Fig. 1: run 1, zoomed window
The bar under the picture is 10 um long. Region (35, 13) to (75, 53) um. Cells in grey, sequential cells in the stronger grey; small squares are vias.
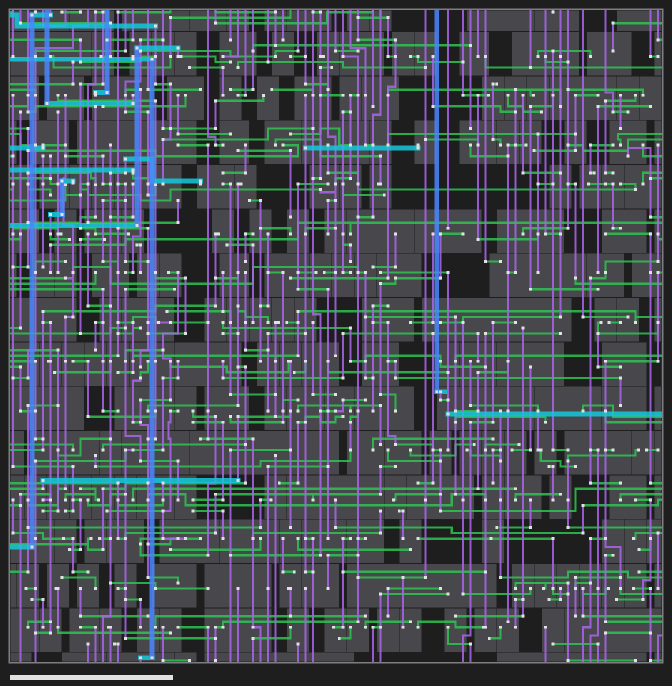
Fig. 2: run 1, cell sizes after repair
The bar under the picture is 20 um long.
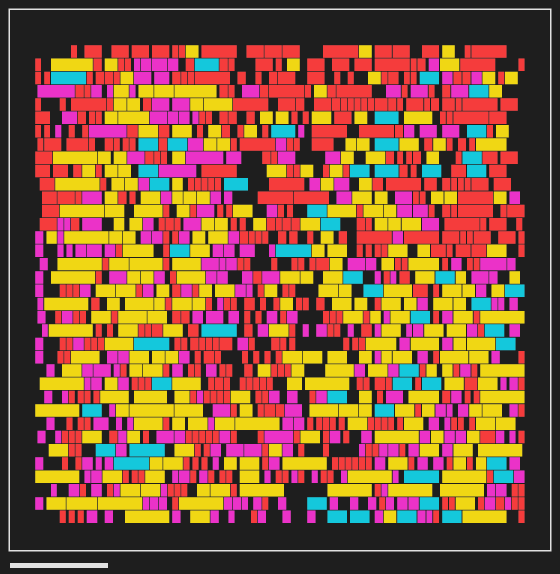
Fig. 3: run 1, met1 routing
The bar under the picture is 20 um long. Supply wires on this layer in grey.
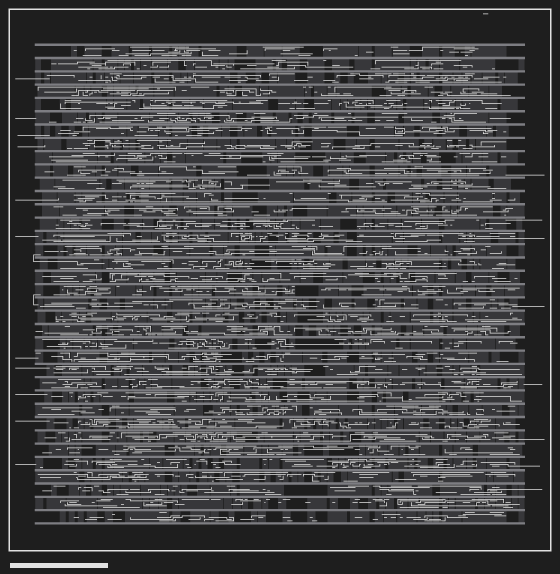
$ cat src/rtl/alu_pkg.sv
// Shared encodings for compare/branch logic: condition codes and flag bit positions.
package alu_pkg;

  localparam logic [2:0] CMP_NE  = 3'b000;
  localparam logic [2:0] CMP_EQ  = 3'b001;
  localparam logic [2:0] CMP_LT  = 3'b010;
  localparam logic [2:0] CMP_LTZ = 3'b101;
  localparam logic [2:0] CMP_LE  = 3'b110;
  localparam logic [2:0] CMP_GT  = 3'b111;

  localparam int unsigned CMP_UNS_BIT = 3;

  localparam int unsigned F_N = 3;
  localparam int unsigned F_Z = 2;
  localparam int unsigned F_C = 1;
  localparam int unsigned F_V = 0;

  typedef logic [3:0] flags_t;

endpackage

$ cat src/rtl/cmp_cond_eval.sv
// Combinational condition evaluator: {N,Z,C,V} flags plus condition code -> 1-bit result.
module cmp_cond_eval
  import alu_pkg::*;
(
  input  logic [3:0] flags,
  input  logic [3:0] fun,
  output logic       res
);

  logic n, z, c, v;
  logic lt;

  always_comb begin
    n  = flags[F_N];
    z  = flags[F_Z];
    c  = flags[F_C];
    v  = flags[F_V];
    // Unsigned "less than" is a borrow, i.e. no carry out of a + ~b + 1.
    lt = fun[CMP_UNS_BIT] ? ~c : (n ^ v);
  end

  always_comb begin
    res = 1'b0;
    case (fun[2:0])
      CMP_NE:          res = ~z;
      CMP_EQ:          res = z;
      CMP_LT, CMP_LTZ: res = lt;
      CMP_LE:          res = lt | z;
      CMP_GT:          res = ~lt & ~z;
      default:         res = 1'b0;
    endcase
  end

endmodule

$ cat src/rtl/alu_cmp_pipe.sv
// Pipelined compare unit: subtract, derive flags, evaluate branch/set condition,
// with stall/flush control and a saturating count of true results.
module alu_cmp_pipe
  import alu_pkg::*;
#(
  parameter int unsigned WIDTH  = 32,
  parameter int unsigned STAGES = 2,
  parameter int unsigned CNT_W  = 16
) (
  input  logic             clk,
  input  logic             reset,
  input  logic             in_valid,
  input  logic [WIDTH-1:0] a,
  input  logic [WIDTH-1:0] b,
  input  logic [3:0]       fun,
  input  logic             stall,
  input  logic             flush,
  input  logic             cnt_clr,
  output logic             out_valid,
  output logic [WIDTH-1:0] out,
  output logic [3:0]       flags,
  output logic [CNT_W-1:0] true_cnt
);

  logic [WIDTH:0]   diff_full;
  logic [WIDTH-1:0] diff;
  flags_t           flags_in;

  always_comb begin
    diff_full = {1'b0, a} + {1'b0, ~b} + {{WIDTH{1'b0}}, 1'b1};
    diff      = diff_full[WIDTH-1:0];
    flags_in  = {diff[WIDTH-1],
                 (diff == '0),
                 diff_full[WIDTH],
                 (a[WIDTH-1] != b[WIDTH-1]) & (diff[WIDTH-1] != a[WIDTH-1])};
  end

  logic   ev_valid;
  flags_t ev_flags;
  logic [3:0] ev_fun;
  logic   ev_res;

  if (STAGES == 2) begin : g_two_stage
    logic       s1_valid_q;
    flags_t     s1_flags_q;
    logic [3:0] s1_fun_q;

    always_ff @(posedge clk) begin
      if (reset) begin
        s1_valid_q <= 1'b0;
        s1_flags_q <= '0;
        s1_fun_q   <= '0;
      end else if (flush) begin
        s1_valid_q <= 1'b0;
      end else if (!stall) begin
        s1_valid_q <= in_valid;
        s1_flags_q <= in_valid ? flags_in : '0;
        s1_fun_q   <= in_valid ? fun : '0;
      end
    end

    assign ev_valid = s1_valid_q;
    assign ev_flags = s1_flags_q;
    assign ev_fun   = s1_fun_q;
  end else begin : g_one_stage
    assign ev_valid = in_valid;
    assign ev_flags = flags_in;
    assign ev_fun   = fun;
  end

  cmp_cond_eval u_eval (
    .flags(ev_flags),
    .fun  (ev_fun),
    .res  (ev_res)
  );

  logic             out_valid_q;
  logic             res_q;
  flags_t           flags_q;
  logic [CNT_W-1:0] cnt_q, cnt_d;
  logic             load;

  assign load = ~stall & ~flush;

  always_comb begin
    cnt_d = cnt_q;
    if (cnt_clr) begin
      cnt_d = '0;
    end else if (load && ev_valid && ev_res && (cnt_q != {CNT_W{1'b1}})) begin
      cnt_d = cnt_q + CNT_W'(1);
    end
  end

  always_ff @(posedge clk) begin
    if (reset) begin
      out_valid_q <= 1'b0;
      res_q       <= 1'b0;
      flags_q     <= '0;
      cnt_q       <= '0;
    end else begin
      // Flush only kills the valid bit; result and flag data are left stale.
      if (flush) begin
        out_valid_q <= 1'b0;
      end else if (!stall) begin
        out_valid_q <= ev_valid;
        res_q       <= ev_valid & ev_res;
        flags_q     <= ev_valid ? ev_flags : '0;
      end
      cnt_q <= cnt_d;
    end
  end

  assign out_valid = out_valid_q;
  assign out       = {{(WIDTH-1){1'b0}}, res_q & out_valid_q};
  assign flags     = flags_q;
  assign true_cnt  = cnt_q;

endmodule

$ cat config.mk
export PLATFORM = sky130hd
export DESIGN_NAME = alu_cmp_pipe
export DESIGN_NICKNAME = d
export VERILOG_FILES = /design/src/rtl/alu_pkg.sv /design/src/rtl/cmp_cond_eval.sv /design/src/rtl/alu_cmp_pipe.sv
export SDC_FILE = /design/constraint.sdc
export NUM_CORES = 1
export LEC_CHECK = 0
export ABC_AREA = 1
export CORE_MARGIN = 5
export CORE_UTILIZATION = 45
export CTS_CLUSTER_DIAMETER = 50
export DETAILED_ROUTE_END_ITERATION = 8
export PLACE_DENSITY_LB_ADDON = 0.05
export SYNTH_ARGS = -nofsm -noshare
export SYNTH_HDL_FRONTEND = slang
export SYNTH_HIERARCHICAL = 1
export SYNTH_SLANG_ARGS = --single-unit
$ cat constraint.sdc
create_clock -name clk -period 1.7 [get_ports clk]
set_input_delay 0.17 -clock clk [delete_from_list [all_inputs] [get_ports clk]]
set_output_delay 0.17 -clock clk [all_outputs]
set_load 0.02 [all_outputs]
==> impl_metrics.env, run 1 <==
# physical design summary
export IMPL_grt_busiest_layer="met2"
export IMPL_ios=127
export IMPL_crit_end="true_cnt[6]"
export IMPL_grt_overflow_total=0
export IMPL_startpoint_type="flop"
export IMPL_combGateArea_mm2=0.004815
export IMPL_p_seq_uw=738
export IMPL_logic_gates=616
export IMPL_finalSetupViolCount=18
export IMPL_report_power_total_uw=3758
export IMPL_setup_ws_ns=-0.2362
export IMPL_cts_sinks=31
export IMPL_pwr_share_clk=0.158
export IMPL_yosys_area_mm2=0.004542
export IMPL_grt_use_total=0.2520
export IMPL_postRouteAntennaNets=0
export IMPL_hold_end="ev_fun[0]"
export IMPL_use_met3=0.03611
export IMPL_power_density_mw_per_mm2=453.7
export IMPL_wl_met1_um=7248
export IMPL_synthMuxAreaShare=0
export IMPL_tool_warnings=29
export IMPL_fin_cells=1208
export IMPL_status="finished, violations left"
export IMPL_ys_warnings_count=6
export IMPL_final_util=0.8437
export IMPL_syn_area_mm2=0.004542
export IMPL_seq_area_um2=633.1
export IMPL_yosys_stat_seqShare=0.1366
export IMPL_netlist_cell_type_count=35
export IMPL_routed_wl_um=18210
export IMPL_clk_pin_slew_ns=0.07
export IMPL_leakagePower_uw=0.004194
export IMPL_synth_edff_count=0
export IMPL_flop_cell="dfxtp_1"
export IMPL_fmax_mhz=516.5
export IMPL_nets=1182
export IMPL_slew_violations=0
export IMPL_rows=36
export IMPL_violations="setup timing"
export IMPL_path_common_cell="buf_6"
export IMPL_drtIter0Drc=336
export IMPL_powerClk_uw=594
export IMPL_maxCapViolCount=0
export IMPL_flops=31
Back to the opening pictures, Fig. 1:
Key: met4 = blue; met1 = green; met2 = purple; met3 = cyan
Sequential cells in the window: 0. Most frequent: nand2_1 (56), inv_1 (40), nand2_2 (16). 195 logic cells have their middle in the window.

Back to the opening pictures, Fig. 2:
Key: drive 3 to 4 = yellow [cells 262]; drive 1 or less = red [cells 504]; drive 6 and up = cyan [cells 51]; drive 2 = magenta [cells 258]
Non-CTS buffers: 223
final instance area: 0.008284 mm2
setup ws final: -0.2362 ns
area grow syn2layout: 82.40%

Back to the opening pictures, Fig. 3:
The layer holds 40% of the routed length. The layer carries 7,250 um of wire. 1,104 nets have wire on it. The wires run mostly horizontal.

==> run 1 -> run 2 <==
--- a/config.mk
+++ b/config.mk
@@ -6,6 +6,7 @@
 export NUM_CORES = 1
 export LEC_CHECK = 0
 export ABC_AREA = 1
+export CAP_MARGIN = 10
 export CORE_MARGIN = 5
 export CORE_UTILIZATION = 45
 export CTS_CLUSTER_DIAMETER = 50
==> run 2 against run 1 <==
The flow still finishes with violations (setup timing). Count of clock-buffer cells in the layout did not move. Hold slack did not move. Cell area did not move. Routed wire length did not move. Register-to-register slack barely moved. Global-route usage did not move. Flip-flop count did not move. Clock power barely moved. Clock skew did not move. Maximum frequency did not move.
==> impl_metrics.env, run 2 <==
# physical design summary
export IMPL_status="finished, violations left"
export IMPL_violations="setup timing"
export IMPL_wl_met1_um=7248
export IMPL_use_met3=0.03611
export IMPL_path_common_cell="buf_6"
export IMPL_stdcell_area_mm2=0.008284
export IMPL_finalSetupViolCount=18
export IMPL_flops=31
export IMPL_flop_cell="dfxtp_1"
export IMPL_setup_ws_ns=-0.2362
export IMPL_combGateArea_mm2=0.004815
export IMPL_logic_gates=616
export IMPL_drtIter0Drc=336
export IMPL_synthMuxAreaShare=0
export IMPL_maxCapViolCount=0
export IMPL_ys_warnings_count=6
export IMPL_syn_area_mm2=0.004542
export IMPL_fin_cells=1208
export IMPL_rows=36
export IMPL_yosys_stat_seqShare=0.1366
export IMPL_startpoint_type="flop"
export IMPL_grt_overflow_total=0
export IMPL_power_density_mw_per_mm2=453.7
export IMPL_tool_warnings=29
Fig. 4: run 2, met1 routing
The bar under the picture is 20 um long. Supply wires on this layer in grey.
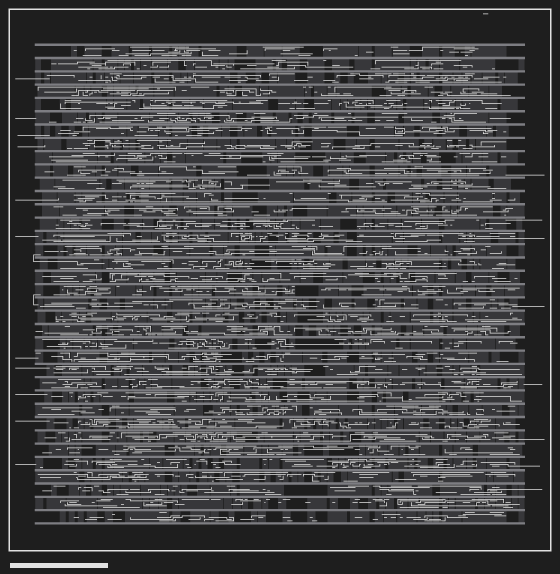
final WL: 18,210 um
met1 Use GR: 0.2907
vias post-DR: 6,071

Fig. 5: run 2, signal wires on met2
The bar under the picture is 20 um long.
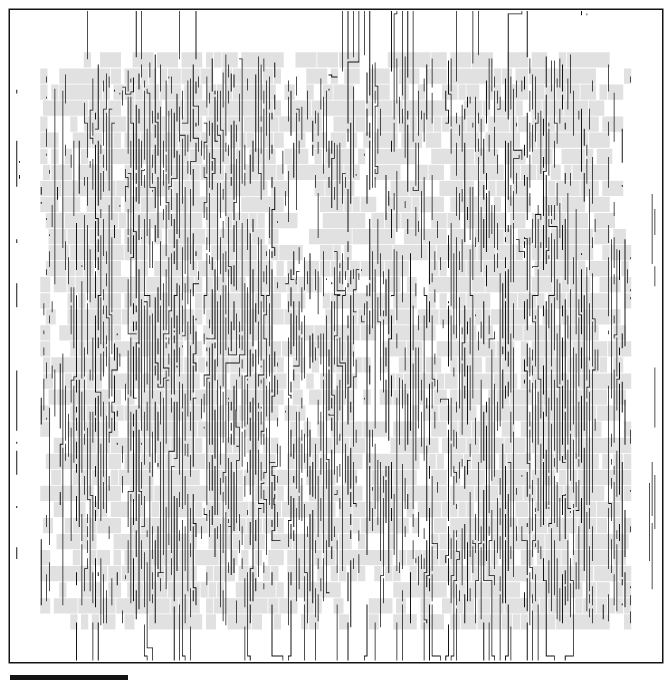
The layer carries 9,440 um of wire. The longest straight run is 42.8 um. The layer holds 52% of the routed length. 1,028 nets have wire on it.

Fig. 6: run 2, cell sizes after repair
The bar under the picture is 20 um long.
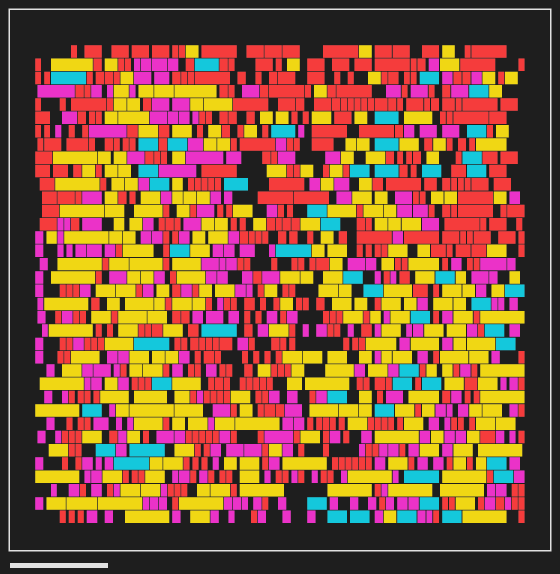

==> run 2 -> run 3 <==
--- a/config.mk
+++ b/config.mk
@@ -8,7 +8,7 @@
 export ABC_AREA = 1
 export CAP_MARGIN = 10
 export CORE_MARGIN = 5
-export CORE_UTILIZATION = 45
+export CORE_UTILIZATION = 50
 export CTS_CLUSTER_DIAMETER = 50
 export DETAILED_ROUTE_END_ITERATION = 8
 export PLACE_DENSITY_LB_ADDON = 0.05
==> constraint.sdc (replaced) <==
create_clock -name clk -period 1.9 [get_ports clk]
set_input_delay 0.19 -clock clk [delete_from_list [all_inputs] [get_ports clk]]
set_output_delay 0.19 -clock clk [all_outputs]
set_load 0.02 [all_outputs]
Fig. 7: run 3, cell sizes after repair
The bar under the picture is 20 um long.
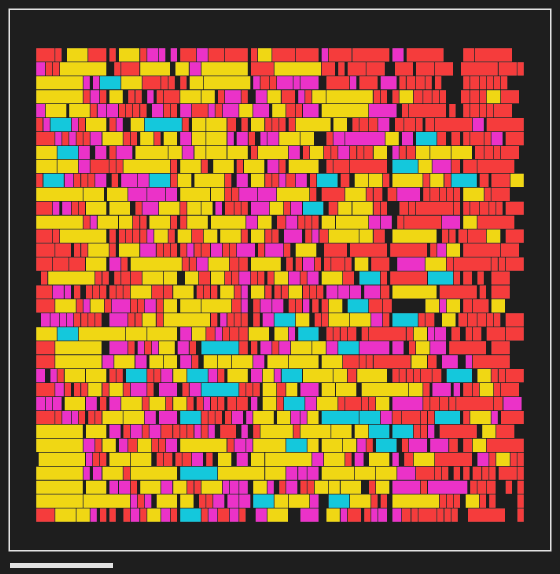
Key: drive 3 to 4 = yellow [cells 256]; drive 6 and up = cyan [cells 38]; drive 2 = magenta [cells 231]; drive 1 or less = red [cells 553]
setup ws final: -0.2221 ns
final instance area: 0.008202 mm2
area grow syn2layout: 80.58%

Fig. 8: run 3, track usage over the die
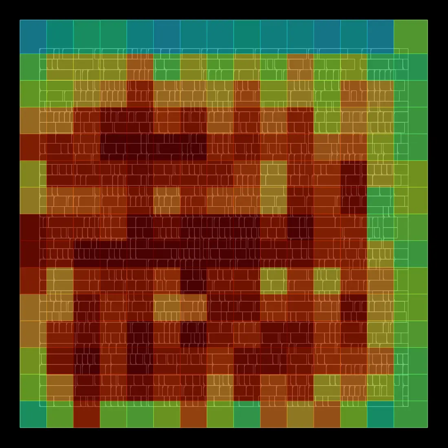
gr busiest metal: met2
routing usage on met2: 0.5237
Routed wire per std cell: 20.59 um
met1 Use GR: 0.3013

==> run 3 against run 2 <==
The run still ends with setup timing left. Non-clock buffer count grew 3. Die area decreased by 9.1%. Cell count shrank 1.8%. Clock skew decreased by 0.0039 ns. Critical path depth up 4. Combinational power about the same. Routed wire length up 34%.
==> impl_metrics.env, run 3 <==
# physical design summary
export IMPL_crit_end="ev_flags[2]"
export IMPL_yosys_area_mm2=0.004542
export IMPL_leakagePower_uw=0.004201
export IMPL_postRouteAntennaNets=0
export IMPL_violations="setup timing"
export IMPL_synthMuxAreaShare=0
export IMPL_yosys_stat_seqShare=0.1366
export IMPL_routed_wl_um=24420
export IMPL_report_power_total_uw=3609
export IMPL_fmax_mhz=471.2
export IMPL_cts_sinks=31
export IMPL_status="finished, violations left"
export IMPL_flop_cell="dfxtp_1"
export IMPL_vias=7105
export IMPL_use_met3=0.03178
export IMPL_tool_warnings=28
export IMPL_finalSetupViolCount=9
export IMPL_grt_use_total=0.2736
export IMPL_signal_buffers=226
export IMPL_drtIter0Drc=786
export IMPL_slew_violations=0
export IMPL_setup_ws_ns=-0.2221
export IMPL_synth_edff_count=0
export IMPL_startpoint_type="input port"
export IMPL_combGateArea_mm2=0.004697
Power is estimated from default activity; no workload was simulated.
